==> src/rtl/debug_cmd_sequencer_pkg.sv <==
// -----------------------------------------------------------------------------
// debug_pkg
// Shared definitions for the debug command sequencer and the debug harness:
// harness opcodes, host status codes, the sequencer state encoding and small
// helpers for opcode legality and status byte packing.
// -----------------------------------------------------------------------------
package debug_pkg;

    // Harness opcodes (debug_cmd encoding)
    localparam logic [3:0] CMD_IDLE = 4'd0;
    localparam logic [3:0] CMD_RUN  = 4'd1;
    localparam logic [3:0] CMD_HALT = 4'd2;
    localparam logic [3:0] CMD_STEP = 4'd3;

    // Status codes returned in resp_data[7:6]
    localparam logic [1:0] ST_OK      = 2'b00;
    localparam logic [1:0] ST_TIMEOUT = 2'b01;
    localparam logic [1:0] ST_BADCMD  = 2'b10;

    typedef enum logic [1:0] {
        S_IDLE    = 2'd0,
        S_ISSUE   = 2'd1,
        S_RELEASE = 2'd2,
        S_RESP    = 2'd3
    } seq_state_t;

    // Opcodes above STEP have no meaning to the harness
    function automatic logic is_legal_op(input logic [3:0] op);
        return (op <= CMD_STEP);
    endfunction

    // Status byte layout: [7:6] status, [5:4] zero, [3:0] echoed opcode
    function automatic logic [7:0] pack_resp(input logic [1:0] st, input logic [3:0] op);
        return {st, 2'b00, op};
    endfunction

endpackage

==> src/rtl/debug_cmd_sequencer_if.sv <==
// -----------------------------------------------------------------------------
// debug_cmd_sequencer_if
// Host link of the sequencer: command byte channel (host_valid/host_ready/
// host_data) and status byte channel (resp_valid/resp_ready/resp_data).
//   master : host side (Python UI link / testbench)
//   slave  : sequencer side
// -----------------------------------------------------------------------------
interface debug_cmd_sequencer_if;
    logic       host_valid;
    logic       host_ready;
    logic [7:0] host_data;
    logic       resp_valid;
    logic       resp_ready;
    logic [7:0] resp_data;

    modport master (
        output host_valid, host_data, resp_ready,
        input  host_ready, resp_valid, resp_data
    );

    modport slave (
        input  host_valid, host_data, resp_ready,
        output host_ready, resp_valid, resp_data
    );
endinterface

==> src/rtl/debug_cmd_sequencer_timeout_ctr.sv <==
// -----------------------------------------------------------------------------
// debug_timeout_ctr
// Saturating wait counter. Cleared by clr, counts up while en is high and
// flags expired once the count reaches TIMEOUT_CYC.
// Ports: clk, reset_n (sync, active-low), clr, en, expired.
// -----------------------------------------------------------------------------
module debug_timeout_ctr #(
    parameter int TIMEOUT_CYC = 255,
    parameter int TO_W        = 8
) (
    input  logic clk,
    input  logic reset_n,
    input  logic clr,
    input  logic en,
    output logic expired
);

    localparam logic [TO_W-1:0] LIMIT = TO_W'(TIMEOUT_CYC);

    logic [TO_W-1:0] cnt_r;

    // Wait counter: clear has priority, saturates at LIMIT so it never wraps
    always_ff @(posedge clk) begin
        if (!reset_n) begin
            cnt_r <= '0;
        end else if (clr) begin
            cnt_r <= '0;
        end else if (en && (cnt_r != LIMIT)) begin
            cnt_r <= cnt_r + TO_W'(1);
        end else begin
            cnt_r <= cnt_r;
        end
    end

    assign expired = (cnt_r == LIMIT);

endmodule

==> src/rtl/debug_cmd_sequencer.sv <==
// -----------------------------------------------------------------------------
// debug_cmd_sequencer
// Accepts command bytes from the host link, drives the harness debug_cmd,
// waits for command_complete, repeats N+1 times, and returns one status
// byte per command. A wait timeout aborts a hung command.
// Ports:
//   clk, reset_n       clock, synchronous active-low reset
//   host               host link (command in / status out), slave modport
//   debug_cmd          opcode to the harness (0 = harness IDLE)
//   command_complete   harness acknowledge
//   busy               high whenever not in S_IDLE
// -----------------------------------------------------------------------------
module debug_cmd_sequencer
    import debug_pkg::*;
#(
    parameter int TIMEOUT_CYC = 255,
    parameter int TO_W        = 8
) (
    input  logic                         clk,
    input  logic                         reset_n,
    debug_cmd_sequencer_if.slave         host,
    output logic [3:0]                   debug_cmd,
    input  logic                         command_complete,
    output logic                         busy
);

    seq_state_t state_r, next_state_s;
    logic [3:0] op_r, op_s;
    logic [3:0] rpt_r, rpt_s;
    logic [1:0] status_r, status_s;
    logic       issue_done_s;
    logic       expired_s;
    logic       to_clr_s;
    logic       to_en_s;

    logic [3:0] debug_cmd_r;
    logic       host_ready_r;
    logic       resp_valid_r;
    logic [7:0] resp_data_r;
    logic       busy_r;

    // Opcode IDLE has no acknowledge of its own: a low command_complete is its completion
    assign issue_done_s = (op_r == CMD_IDLE) ? !command_complete : command_complete;

    // Timer restarts on each entry into a waiting state and runs while in one
    assign to_en_s  = (state_r == S_ISSUE) || (state_r == S_RELEASE);
    assign to_clr_s = (next_state_s != state_r) &&
                      ((next_state_s == S_ISSUE) || (next_state_s == S_RELEASE));

    debug_timeout_ctr #(
        .TIMEOUT_CYC (TIMEOUT_CYC),
        .TO_W        (TO_W)
    ) u_timeout (
        .clk     (clk),
        .reset_n (reset_n),
        .clr     (to_clr_s),
        .en      (to_en_s),
        .expired (expired_s)
    );

    // Next-state and latched command/status decode; exit conditions beat timeout
    always_comb begin
        next_state_s = state_r;
        op_s         = op_r;
        rpt_s        = rpt_r;
        status_s     = status_r;
        case (state_r)
            S_IDLE: begin
                if (host.host_valid) begin
                    op_s  = host.host_data[3:0];
                    rpt_s = host.host_data[7:4];
                    if (is_legal_op(host.host_data[3:0])) begin
                        next_state_s = S_ISSUE;
                        status_s     = ST_OK;
                    end else begin
                        next_state_s = S_RESP;
                        status_s     = ST_BADCMD;
                    end
                end else begin
                    next_state_s = S_IDLE;
                end
            end
            S_ISSUE: begin
                if (issue_done_s) begin
                    next_state_s = S_RELEASE;
                end else if (expired_s) begin
                    next_state_s = S_RESP;
                    status_s     = ST_TIMEOUT;
                end else begin
                    next_state_s = S_ISSUE;
                end
            end
            S_RELEASE: begin
                if (!command_complete) begin
                    if (rpt_r != 4'd0) begin
                        rpt_s        = rpt_r - 4'd1;
                        next_state_s = S_ISSUE;
                    end else begin
                        next_state_s = S_RESP;
                        status_s     = ST_OK;
                    end
                end else if (expired_s) begin
                    next_state_s = S_RESP;
                    status_s     = ST_TIMEOUT;
                end else begin
                    next_state_s = S_RELEASE;
                end
            end
            S_RESP: begin
                if (host.resp_ready) begin
                    next_state_s = S_IDLE;
                end else begin
                    next_state_s = S_RESP;
                end
            end
            default: begin
                next_state_s = S_IDLE;
            end
        endcase
    end

    // State and latched command registers
    always_ff @(posedge clk) begin
        if (!reset_n) begin
            state_r  <= S_IDLE;
            op_r     <= 4'd0;
            rpt_r    <= 4'd0;
            status_r <= ST_OK;
        end else begin
            state_r  <= next_state_s;
            op_r     <= op_s;
            rpt_r    <= rpt_s;
            status_r <= status_s;
        end
    end

    // Output registers, loaded from the next state so they line up with it
    always_ff @(posedge clk) begin
        if (!reset_n) begin
            debug_cmd_r  <= 4'd0;
            host_ready_r <= 1'b1;
            resp_valid_r <= 1'b0;
            resp_data_r  <= 8'h00;
            busy_r       <= 1'b0;
        end else begin
            debug_cmd_r  <= (next_state_s == S_ISSUE) ? op_s : CMD_IDLE;
            host_ready_r <= (next_state_s == S_IDLE);
            resp_valid_r <= (next_state_s == S_RESP);
            resp_data_r  <= (next_state_s == S_RESP) ? pack_resp(status_s, op_s) : resp_data_r;
            busy_r       <= (next_state_s != S_IDLE);
        end
    end

    assign debug_cmd       = debug_cmd_r;
    assign host.host_ready = host_ready_r;
    assign host.resp_valid = resp_valid_r;
    assign host.resp_data  = resp_data_r;
    assign busy            = busy_r;

endmodule

==> src/flat_wrapper.sv <==
// flat-port wrapper written by rule: the top's interface ports become plain ports
module debug_cmd_sequencer_flat import debug_pkg::*;
#(
    parameter int TIMEOUT_CYC = 255,
    parameter int TO_W        = 8
)
  (clk, reset_n, debug_cmd, command_complete, busy, host_host_valid, host_host_data, host_resp_ready, host_host_ready, host_resp_valid, host_resp_data);
  debug_cmd_sequencer_if host_i ();
  input  logic clk;
  input  logic reset_n;
  output logic [3:0] debug_cmd;
  input  logic command_complete;
  output logic busy;
  input wire logic [$bits(host_i.host_valid)-1:0] host_host_valid;
  input wire logic [$bits(host_i.host_data)-1:0] host_host_data;
  input wire logic [$bits(host_i.resp_ready)-1:0] host_resp_ready;
  output wire logic [$bits(host_i.host_ready)-1:0] host_host_ready;
  output wire logic [$bits(host_i.resp_valid)-1:0] host_resp_valid;
  output wire logic [$bits(host_i.resp_data)-1:0] host_resp_data;
  assign host_i.host_valid = host_host_valid;
  assign host_i.host_data = host_host_data;
  assign host_i.resp_ready = host_resp_ready;
  assign host_host_ready = host_i.host_ready;
  assign host_resp_valid = host_i.resp_valid;
  assign host_resp_data = host_i.resp_data;
  debug_cmd_sequencer #(.TIMEOUT_CYC(TIMEOUT_CYC), .TO_W(TO_W)) u_core (.clk(clk), .reset_n(reset_n), .host(host_i), .debug_cmd(debug_cmd), .command_complete(command_complete), .busy(busy));
endmodule
==> config.mk <==
export PLATFORM = sky130hd
export DESIGN_NAME = debug_cmd_sequencer_flat
export DESIGN_NICKNAME = d
export VERILOG_FILES = /design/src/rtl/debug_cmd_sequencer_pkg.sv /design/src/rtl/debug_cmd_sequencer_if.sv /design/src/rtl/debug_cmd_sequencer_timeout_ctr.sv /design/src/rtl/debug_cmd_sequencer.sv /design/src/flat_wrapper.sv
export SDC_FILE = /design/constraint.sdc
export NUM_CORES = 1
export LEC_CHECK = 0
export ABC_CLOCK_PERIOD_IN_PS = 2200
export CELL_PAD_IN_SITES_DETAIL_PLACEMENT = 1
export CELL_PAD_IN_SITES_GLOBAL_PLACEMENT = 1
export CORE_ASPECT_RATIO = 0.8
export CORE_MARGIN = 3
export CORE_UTILIZATION = 30
export CTS_BUF_LIST = sky130_fd_sc_hd__clkbuf_2
export DETAILED_ROUTE_END_ITERATION = 12
export PLACE_DENSITY = 0.71
export SLEW_MARGIN = 20
export SYNTH_ARGS = -nofsm -noshare
export SYNTH_HDL_FRONTEND = slang
export SYNTH_SLANG_ARGS = --single-unit
==> constraint.sdc <==
create_clock -name clk -period 2.2 [get_ports clk]
set_input_delay 0.66 -clock clk [delete_from_list [all_inputs] [get_ports clk]]
set_output_delay 0.66 -clock clk [all_outputs]
set_load 0.02 [all_outputs]
==> summary.txt <==
Synthesis and place-and-route results.

- The end of the worst register-to-register path is u_core.u_timeout.cnt_r[0].
- The mapped netlist covers 0.001709 mm^2.
- Looking at the post-CTS report, the setup buffer insertion count equals 4.
- The number of design-rule violations left by the first detailed-router iteration is 63.
- Warnings reported by Yosys during synthesis add up to 0.
- The number of filler cells placed in the layout is about 630.
- The routed layout has 1,621 vias.
- CTS reports a maximum clock tree buffer depth of 2.
- The smallest setup slack after layout is -0.1093 ns.
- Yosys attributes the largest share of cell area to sky130_fd_sc_hd__dfxtp_1, sky130_fd_sc_hd__ha_1, sky130_fd_sc_hd__nor2_1.
- The relative max-transition margin is 65.61%.
- In the final report, the number of hold violations comes to 0.
- For met3 alone, demand over resource in global routing was under 10%.
- Multi-input combinational cells in the finished layout were counted as roughly 150.
- The final reports fail on negative setup slack.
- The worst-path maximum fanout is 5.
- The CTS log lists the clock sinks for this run as 33.
- More flip-flops sit in one register than any other, and that register is u_core.u_timeout.cnt_r.
- The count of flip-flops with a built-in enable after synthesis is 0.
- The met3 wire length is between 100 and 150 um.
- Relative to the synthesized area, the layout overhead comes to 48.24%.
- The run finished, with violations left.
- The critical path class is flip-flop to flip-flop.
- The number of buffers and inverters on the critical path is 3.
- The top logic cell by instance count in the layout is sky130_fd_sc_hd__buf_4.
- By area, the class that comes first in the final layout consists of logic gates.
- The worst hold-check slack is between 0.5 and 0.6 ns.
- The met2 layer usage reported by global route is 29.06%.
- The kind of end point of the critical path is a flip-flop.
- The clock root buffer is sky130_fd_sc_hd__clkbuf_2.
- TritonCTS built the clock tree.
- For reference, the critical path is launched at u_core.op_r[1].
- The number of cell instances after yosys synthesis is 198.
- Entering global routing, the biggest net connects 17 pins.
- Dividing the final minimum period by the clock period gives 105.0%.
- In this run the number of H-tree levels came out at 2.
- The number of flip-flops and latches in the synthesized netlist is 33.
- The number of ordinary and repair buffers in the finished layout is ~68.
- According to the Yosys statistics, the synthesized design has a chip area of 0.001709 mm^2.
- Per the timing report, the achievable frequency comes out to 0.4330 GHz.
- The global routing usage on met1 is a little under a fifth.
- sky130_fd_sc_hd__dfxtp_1 is the most common cell in the netlist.
- The total power divided by cell area is between 800 and 900 mW/mm^2.
- Data on the critical path arrives at its endpoint at 2.61 ns.
- The inserted tap cell count is 75.
- The tally of non-filler cells in the final layout is 343.
- The final timing report lists a max-slew violation count of 0.
- Global routing used ~16% of the available tracks across all layers.
- The first global-routing pass estimated 8569 um of wire.
- The path type of the worst min-delay path is flip-flop to flip-flop.
- The flip-flop and latch count is 33.
- Once the clock tree was built, the resizer swapped 16 gates to a different size.
- Sequential cells were found to cover 38.65% of the synthesized design area.
- The logic share of the area is 42.32%.
- The script logs the mean routed wire length per placed instance as ~15 um.
- Before antenna repair, the detailed router went through 4 iterations.
- The total grt overflow is 0.
- The wire length on met2 is 2680 um.
- The combinational gate area is 0.001072 mm^2.
- Across all register-to-register paths, the minimum setup slack is -0.11 ns.
- The layout inverter count without the clock tree is 12.
- In the final layout, the clock buffer count is 5.
- The initial antenna violation count came to 0.
- Setup repair after global routing could not meet its margin everywhere.
- The endpoint of the worst hold-timing path is u_core.host.resp_data[2].
- The reported max-cap violation count is 0.
- The floorplan step defined a core boundary enclosing 0.005238 mm^2.
- The final-report setup violation count is 11.
- The global-route layer with the greatest usage is met2.
- Leaving out fill and tap cells, the most frequent cells in the layout are sky130_fd_sc_hd__buf_4, sky130_fd_sc_hd__dfxtp_1, sky130_fd_sc_hd__nor2_1, sky130_fd_sc_hd__clkdlybuf4s50_1, sky130_fd_sc_hd__nand2_1.
- The cell with the largest stage delay on the worst path is sky130_fd_sc_hd__nor4_4.
- The placement summary gives the final routability congestion estimate as 0.7813.
- At the floorplan stage, the core utilization is reported as between 30% and 40%.
- Per the synth stats, the flop cell with the highest instance count is sky130_fd_sc_hd__dfxtp_1.
- The DRC violation total left in the routed layout is recorded as 0.
- In this run the biggest area consumer among cell types represents roughly two fifths of the synthesized area.
- The count of distinct cell types in the synthesized netlist is 42.
- The count of placed standard cells including taps is 329.
- The number of antenna diodes is 0.
- The routed design shows a via density per instance of 4.726.
- The highest metal layer carrying signal wires in the routed design is met4.
- 28 I/O pins were placed.
- The flip-flop count of the largest register, all copies and words added is 8.
- VDD sags by at most 0.3259 mV.
- The number of instances in the synthesized netlist is just under 200.
logic make-up after synthesis:
group	share of synthesized area, %
AND-OR/OR-AND	15.01
adder cells (fa/ha/maj)	7.321
XOR/XNOR	5.051
AND/OR/NAND/NOR	24.45
flip-flops	38.65
buffers and inverters	4.612
other	0.2194
multiplexers	4.685
where the power goes:
part / leakage, nW / switching (mW) / internal (mW)
clock network: 0.0392 / 0.243 / 0.194
logic: 0.785 / 0.477 / 0.479
registers: 0.271 / 0.0540 / 0.677
through the flow:
step                      setup slack [ns]  power, mW  area [um^2]  util (%)
after global routing               -0.2510      2.272         2534     48.38
after global placement             -0.6110      1.522         2310     44.10
after detailed placement           -0.6977      1.541         2310     44.10
after CTS                          -0.1065      2.054         2456     46.89
after floorplan                    0.01718      1.179         1723         -
final                              -0.1093      2.124         2534     48.38
Fig. 1: routed clock nets over the placement
The bar under the picture is 20 um long.
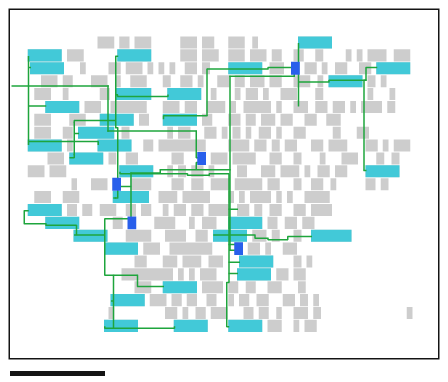
- clock wires: green (length 511 um)
- clock drivers: blue (count 5)
- flip-flops: cyan (count 33)
- routed clock nets: 6

Fig. 2: sequential cells colored by netlist name
Other sequential cells in the stronger gray, the rest of the logic in the fainter gray.
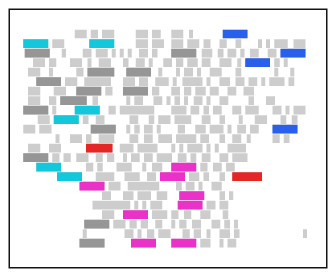
- `u_core.rpt_r`: blue (placed flops 4; where top right)
- `u_core.host.resp_data`: cyan (placed flops 6)
- `u_core.u_timeout.cnt_r`: magenta (placed flops 8; where bottom middle)
- `u_core.state_r`: red (placed flops 2)
Reg area: 668.1 um^2
reported sequential group power: 731 uW
fin util: 48.38%

Fig. 3: wiring by layer
The bar under the picture is 20 um long.
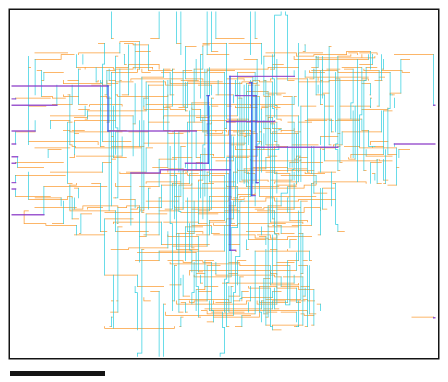
- metal 4: blue (wire length 103 um)
- metal 1: orange (wire length 2,320 um)
- metal 2: cyan (wire length 2,680 um)
- metal 3: purple (wire length 148 um)

Fig. 4: I/O pins on the die edge
Pins as bars across the die edge, other pins in gray.
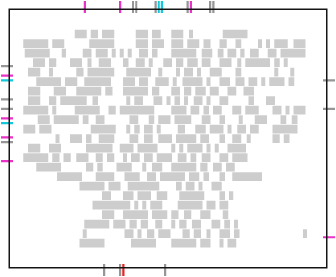
- `host_host_ready`: red (pins 1; direction output; edge bottom)
- `debug_cmd`: cyan (pins 4; direction output; edge 2 left, 2 top)
- `host_resp_data`: magenta (pins 8; direction output; edge 4 left, 3 top, 1 right)
- all pins by edge: 11 top, 10 left, 4 bottom, 3 right
Port Buffers: 25
die width: 90.39 um

Fig. 5: the clock network
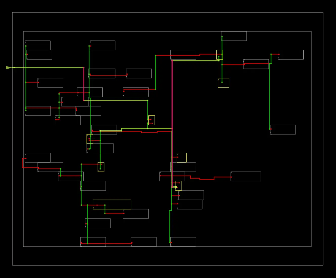
Skew-Pair Late Insertion Delay: 0.41 ns
power in the clock group: 437 uW
setup skew after layout: 0.01971 ns
TritonCTS Buffers: 5

Power is estimated from default activity; no workload was simulated.
